==> src/rtl/mem_arb_pkg.sv <==
// Shared constants and port-ID typedef for the memory port arbiter.
package mem_arb_pkg;

    localparam int unsigned DEF_NUM_PORTS = 2;
    localparam int unsigned DEF_ADDR_W    = 32;
    localparam int unsigned DEF_DATA_W    = 32;
    localparam int unsigned DEF_MAX_OUTST = 4;
    localparam int unsigned CNT_W         = 32;

    // Port-ID width: clog2 of the port count, never narrower than one bit.
    function automatic int unsigned id_width(input int unsigned n);
        return (n > 1) ? $clog2(n) : 1;
    endfunction

    localparam int unsigned DEF_ID_W = id_width(DEF_NUM_PORTS);

    typedef logic [DEF_ID_W-1:0] port_id_t;

endpackage

==> src/rtl/mem_arb_id_fifo.sv <==
// In-order FIFO of granted port IDs; pointers carry an extra MSB for full/empty.
module mem_arb_id_fifo #(
    parameter int unsigned WIDTH = 1,
    parameter int unsigned DEPTH = 4
) (
    input  logic             clk,
    input  logic             rst_n,
    input  logic             push_i,
    input  logic [WIDTH-1:0] push_data_i,
    input  logic             pop_i,
    output logic [WIDTH-1:0] head_o,
    output logic             full_o,
    output logic             empty_o
);

    localparam int unsigned PTR_W = $clog2(DEPTH);

    logic [PTR_W:0]   wr_ptr_q, wr_ptr_d;
    logic [PTR_W:0]   rd_ptr_q, rd_ptr_d;
    logic [WIDTH-1:0] mem_q [DEPTH];
    logic             push_ok;
    logic             pop_ok;

    always_comb begin
        empty_o  = (wr_ptr_q == rd_ptr_q);
        full_o   = (wr_ptr_q[PTR_W] != rd_ptr_q[PTR_W]) &&
                   (wr_ptr_q[PTR_W-1:0] == rd_ptr_q[PTR_W-1:0]);
        push_ok  = push_i && !full_o;
        pop_ok   = pop_i && !empty_o;
        wr_ptr_d = wr_ptr_q + (PTR_W+1)'(push_ok);
        rd_ptr_d = rd_ptr_q + (PTR_W+1)'(pop_ok);
        head_o   = mem_q[rd_ptr_q[PTR_W-1:0]];
    end

    always_ff @(posedge clk or negedge rst_n) begin
        if (!rst_n) begin
            wr_ptr_q <= '0;
            rd_ptr_q <= '0;
        end else begin
            wr_ptr_q <= wr_ptr_d;
            rd_ptr_q <= rd_ptr_d;
        end
    end

    // Storage needs no reset: entries are only read between push and pop.
    always_ff @(posedge clk) begin
        if (push_ok) begin
            mem_q[wr_ptr_q[PTR_W-1:0]] <= push_data_i;
        end
    end

endmodule

==> src/rtl/mem_port_arb.sv <==
// Round-robin arbiter of NUM_PORTS requesters onto one memory port with in-order responses.
// Optional per-port grant counters are built when MEM_ARB_PERF_CNT_EN is defined.
module mem_port_arb
    import mem_arb_pkg::*;
#(
    parameter int unsigned NUM_PORTS = DEF_NUM_PORTS,
    parameter int unsigned ADDR_W    = DEF_ADDR_W,
    parameter int unsigned DATA_W    = DEF_DATA_W,
    parameter int unsigned MAX_OUTST = DEF_MAX_OUTST
) (
    input  logic                                clk,
    input  logic                                reset_n,
    input  logic [NUM_PORTS-1:0]                req_i,
    input  logic [NUM_PORTS-1:0][ADDR_W-1:0]    addr_i,
    input  logic [NUM_PORTS-1:0]                wr_i,
    input  logic [NUM_PORTS-1:0][DATA_W-1:0]    wr_data_i,
    input  logic [NUM_PORTS-1:0][DATA_W/8-1:0]  byte_en_i,
    output logic [NUM_PORTS-1:0]                gnt_o,
    output logic [NUM_PORTS-1:0]                rvalid_o,
    output logic [DATA_W-1:0]                   rd_data_o,
    output logic                                mem_req_o,
    output logic [ADDR_W-1:0]                   mem_addr_o,
    output logic                                mem_wr_o,
    output logic [DATA_W-1:0]                   mem_wr_data_o,
    output logic [DATA_W/8-1:0]                 mem_byte_en_o,
    input  logic                                mem_gnt_i,
    input  logic                                mem_rvalid_i,
    input  logic [DATA_W-1:0]                   mem_rd_data_i,
    output logic                                err_o
`ifdef MEM_ARB_PERF_CNT_EN
    ,
    output logic [NUM_PORTS-1:0][CNT_W-1:0]     grant_cnt_o
`endif
);

    localparam int unsigned ID_W = id_width(NUM_PORTS);

    logic [ID_W-1:0] rr_ptr_q, rr_ptr_d;
    logic [ID_W-1:0] sel_c;
    logic [ID_W-1:0] head_id;
    int unsigned     rr_idx;
    logic            any_req;
    logic            fifo_full;
    logic            fifo_empty;
    logic            hs;
    logic            pop;
    logic            err_q, err_d;

    // Round-robin pick: first asserted request at or after rr_ptr.
    always_comb begin : arb
        sel_c   = '0;
        any_req = 1'b0;
        rr_idx  = 0;
        for (int unsigned k = 0; k < NUM_PORTS; k++) begin
            rr_idx = (32'(rr_ptr_q) + k) % NUM_PORTS;
            if (!any_req && req_i[ID_W'(rr_idx)]) begin
                any_req = 1'b1;
                sel_c   = ID_W'(rr_idx);
            end
        end
    end

    always_comb begin : next_state
        hs       = any_req && !fifo_full && mem_gnt_i;
        pop      = mem_rvalid_i && !fifo_empty;
        rr_ptr_d = rr_ptr_q;
        if (hs) begin
            rr_ptr_d = ID_W'((32'(sel_c) + 1) % NUM_PORTS);
        end
        err_d = err_q || (mem_rvalid_i && fifo_empty);
    end

    always_ff @(posedge clk or negedge reset_n) begin
        if (!reset_n) begin
            rr_ptr_q <= '0;
            err_q    <= 1'b0;
        end else begin
            rr_ptr_q <= rr_ptr_d;
            err_q    <= err_d;
        end
    end

    mem_arb_id_fifo #(
        .WIDTH (ID_W),
        .DEPTH (MAX_OUTST)
    ) u_id_fifo (
        .clk         (clk),
        .rst_n       (reset_n),
        .push_i      (hs),
        .push_data_i (sel_c),
        .pop_i       (pop),
        .head_o      (head_id),
        .full_o      (fifo_full),
        .empty_o     (fifo_empty)
    );

    // Request path is combinational; everything is forced to zero while in reset.
    always_comb begin : out_mux
        gnt_o         = '0;
        rvalid_o      = '0;
        rd_data_o     = '0;
        mem_req_o     = 1'b0;
        mem_addr_o    = '0;
        mem_wr_o      = 1'b0;
        mem_wr_data_o = '0;
        mem_byte_en_o = '0;
        err_o         = 1'b0;
        if (reset_n) begin
            mem_req_o = any_req && !fifo_full;
            if (any_req) begin
                mem_addr_o    = addr_i[sel_c];
                mem_wr_o      = wr_i[sel_c];
                mem_wr_data_o = wr_data_i[sel_c];
                mem_byte_en_o = byte_en_i[sel_c];
            end
            if (hs) begin
                gnt_o = NUM_PORTS'(1) << sel_c;
            end
            if (pop) begin
                rvalid_o = NUM_PORTS'(1) << head_id;
            end
            rd_data_o = mem_rd_data_i;
            err_o     = err_q;
        end
    end

`ifdef MEM_ARB_PERF_CNT_EN
    logic [NUM_PORTS-1:0][CNT_W-1:0] cnt_q, cnt_d;

    // Saturating per-port handshake counters.
    always_comb begin
        cnt_d = cnt_q;
        for (int unsigned p = 0; p < NUM_PORTS; p++) begin
            if (gnt_o[p] && (cnt_q[p] != '1)) begin
                cnt_d[p] = cnt_q[p] + CNT_W'(1);
            end
        end
    end

    always_ff @(posedge clk or negedge reset_n) begin
        if (!reset_n) begin
            cnt_q <= '0;
        end else begin
            cnt_q <= cnt_d;
        end
    end

    assign grant_cnt_o = cnt_q;
`endif

endmodule

==> config.mk <==
export PLATFORM = sky130hd
export DESIGN_NAME = mem_port_arb
export DESIGN_NICKNAME = d
export VERILOG_FILES = /design/src/rtl/mem_arb_pkg.sv /design/src/rtl/mem_arb_id_fifo.sv /design/src/rtl/mem_port_arb.sv
export SDC_FILE = /design/constraint.sdc
export NUM_CORES = 1
export LEC_CHECK = 0
export CORE_AREA = 2 2 111 113
export CTS_BUF_LIST = sky130_fd_sc_hd__clkbuf_2
export DETAILED_ROUTE_END_ITERATION = 7
export DIE_AREA = 0 0 113 115
export DONT_BUFFER_PORTS = 1
export MAX_ROUTING_LAYER = met4
export SYNTH_ARGS = -nofsm -noshare
export SYNTH_HDL_FRONTEND = slang
export SYNTH_SLANG_ARGS = --single-unit
==> constraint.sdc <==
create_clock -name clk -period 1.6 [get_ports clk]
set_input_delay 0.32 -clock clk [delete_from_list [all_inputs] [get_ports clk]]
set_output_delay 0.32 -clock clk [all_outputs]
set_load 0.02 [all_outputs]
Fig. 1: where the registers sit
Scale bar: 20 µm. Other sequential cells in the stronger gray, the rest of the logic in the fainter gray.
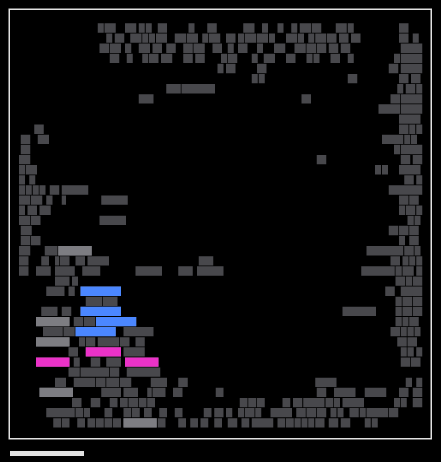
u_id_fifo.rd_ptr_q: in magenta, sequential cells 3. u_id_fifo.mem_q: in blue, sequential cells 4.

Fig. 2: selected gate families
Scale bar: 20 µm.
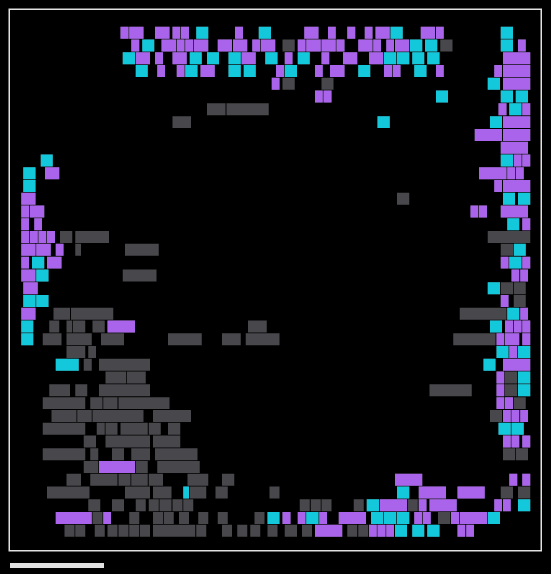
aoi and oai cells: in purple, cells 142, where all over the die. nand cells: in cyan, cells 71, where all over the die.

Fig. 3: pin placement
Pins as bars across the die edge, other pins in gray.
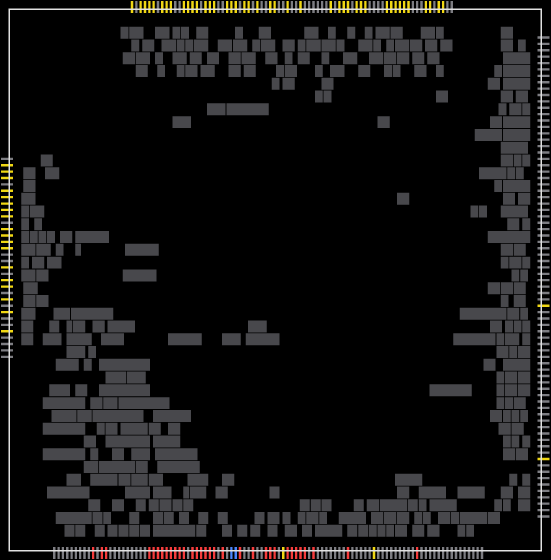
wr_data_i: in yellow, pins 64, direction input, edge 42 top, 18 left, 2 bottom, 2 right. mem_rd_data_i: in red, pins 32, direction input, edge bottom. rvalid_o: in blue, pins 2, direction output, edge bottom.
All pins by edge: 100 bottom, 76 right, 75 top, 32 left.
Die W: 113 µm
die height: 115 µm
PortBufs: 0

==> metrics.csv <==
stage;metric;value;unit
detailed_routing;drc;18;
cts;cts_num_sinks;12;
critical_path;timing.rr.end;u_id_fifo.wr_ptr_q[2];
timing;finalHoldViolCount;0;
logic_synthesis;synthFlopType;dfrtp_1;
critical_path;crit_start;rr_ptr_q;
layout;final_common_cell;nand3b_1;
logic_synthesis;simple_gate_area_frac;0.3707;
critical_path;cp_top_family;flip-flops;
run;openroad.warnings;29;
layout;inv_count;2;
layout;syn_to_final_growth;44.87;%
logic_synthesis;synthArstFlopShare;0.6667;
timing;fin_ws;-0.3514;ns
critical_path;ff2ff_setup_slack;-0.04;ns
timing;setup_viol;77;
critical_path;endpoint;mem_addr_o[30];
power;power.leakage;1.031;nW
global_routing;grt_max_degree;74;
logic_synthesis;synth.avg_cell_area;6.885;µm²
global_routing;grt_pass1_wl;11520;µm
layout;comb_cells;269;
global_routing;grt_overflow;0;
critical_path;cp.arrival;1.63;ns
detailed_routing;vias;2643;
logic_synthesis;synth_cells;324;
layout;fill_cells;1240;
critical_path;critPathMaxStageDelay;0.43;ns
placed_design;placed_cell_area;0.002754;mm²
logic_synthesis;aoi_share;0.3298;
worst_hold_path;min_from;mem_rvalid_i;
die;rows;40;
detailed_routing;vias_per_cell;5.427;
critical_path;criticalPathCategory;reg -> out;
status;status;complete, but fails checks;
global_routing;grt.busiest_layer;met2;
critical_path;path_max_fanout;9;
die;fp_util;0.1889;
die;ios;283;
critical_path;cp_cell_sequence;nor2b_4, buf_6, clkbuf_16, o21ai_1, a21oi_2;
layout;dominant_cells;logic gates;
run;drv_cap;0;
timing;tightest_slew;0.4176;ns
placed_design;dp_slack;-0.07591;ns
layout;seq_area_frac;0.09950;
cts;htree_num_levels;1;
layout;utilization;0.2736;
cts;path_clk_slew;0.12;ns
logic_synthesis;ys.flops;12;
critical_path;slowest_stage;dfrtp_1;
global_routing;antenna_found_initial;0;
layout;signal_buffers;53;
die;die_area;0.01300;mm²
critical_path;reg2reg_depth;7;
layout;seqCellArea;321.6;µm²
logic_synthesis;synth_cell_type_count;35;
logic_synthesis;ys_seq_frac;0.1436;
worst_hold_path;min_to;err_q;
layout;logic_area;0.002116;mm²
timing;fmax;0.5125;GHz
cts;cts-root-buf;clkbuf_2;
detailed_routing;met1Wirelength;3714;µm
logic_synthesis;yosys_area;0.002231;mm²
logic_synthesis;yosysWarnings;0;
global_routing;first_global_vias;2181;
layout;stdcell_area;0.003232;mm²
detailed_routing;drt-initial-drc-count;244;
layout;nets;521;
layout;final_cell_mix;69 x nand3b_1, 54 x o21ai_0, 34 x buf_4, 33 x and2_1, 31 x a21oi_2;
placed_design;dp_hpwl;6234;µm
worst_hold_path;hold_path_class;in -> reg;
logic_synthesis;ys_sh_adder;0.02243;
power;cellPowerDensity;1085;mW/mm²
status;violations;DRC, setup timing;
logic_synthesis;yosys.area.top_type;nand3b_1;
global_routing;use_met2;0.1900;
detailed_routing;dr.max_layer_used;met4;
logic_synthesis;synthTopCellsByCount;69 x a21oi_1, 69 x nand3b_1, 69 x o21ai_0;
power;vdd_drop_max;0.0007218;V
logic_synthesis;syn-cell-area;0.002231;mm²
worst_hold_path;hold_depth;1;
timing;finalCriticalPeriod;1.951;ns
global_routing;met3_usage;0.01002;
detailed_routing;met3_length;732;µm
Fig. 4: clock routing
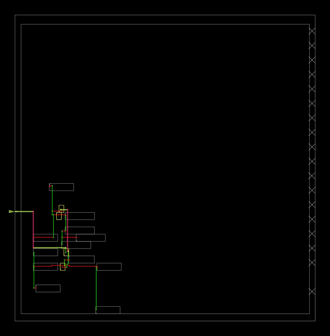
clk ins delay skew pair: 0.27 ns
CTS Buf Count: 3
Final Skew: 0.01193 ns
layout clock buffer count: 4
Clock Power: 0.166 mW

Fig. 5: metal layers overlaid
Two of the layers only.
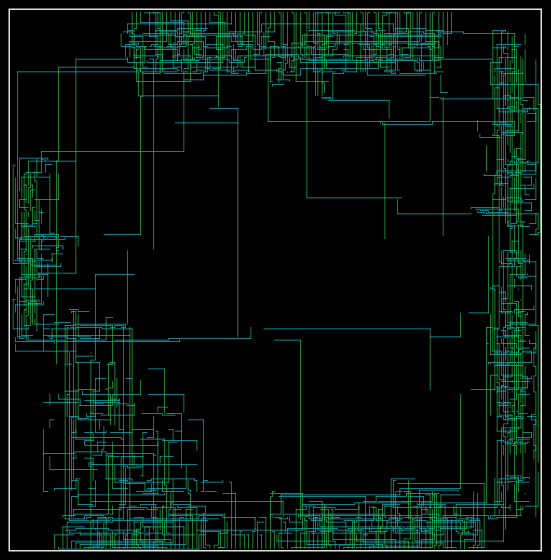
M1: in cyan, wire length 3710 µm. M2: in green, wire length 4670 µm.
drt total wl: 9303 µm
wire length per cell: 19.10 µm
GRT Total Usage: 0.1110

-- stage by stage --
step                hold WS [ns]  cells
finish                    0.1746    487
global route              0.1476    487
CTS                       0.1600    477
detailed placement       0.02513    465
global placement         0.02512    465
floorplan                0.02441    324
-- repair_timing --
action	CTS	global route
buffers inserted	6	4
endpoints found under the setup margin	76	79
hold endpoints to repair	8	0
hold buffers	1	0
cloned	1	6
gates resized	39	16
pin swaps	32	14
-- power breakdown --
part | switching (mW) | internal (mW)
combinational | 1.44 | 1.34
sequential | 0.113 | 0.450
clock | 0.100 | 0.0663
-- registers in the layout, indices dropped and copies added, names as in the netlist --
signal / count
rr_ptr_q: 1
err_q: 1
u_id_fifo.rd_ptr_q: 3
u_id_fifo.mem_q: 4
u_id_fifo.wr_ptr_q: 3
No activity file was given, so power comes from the tool's default toggle rates.
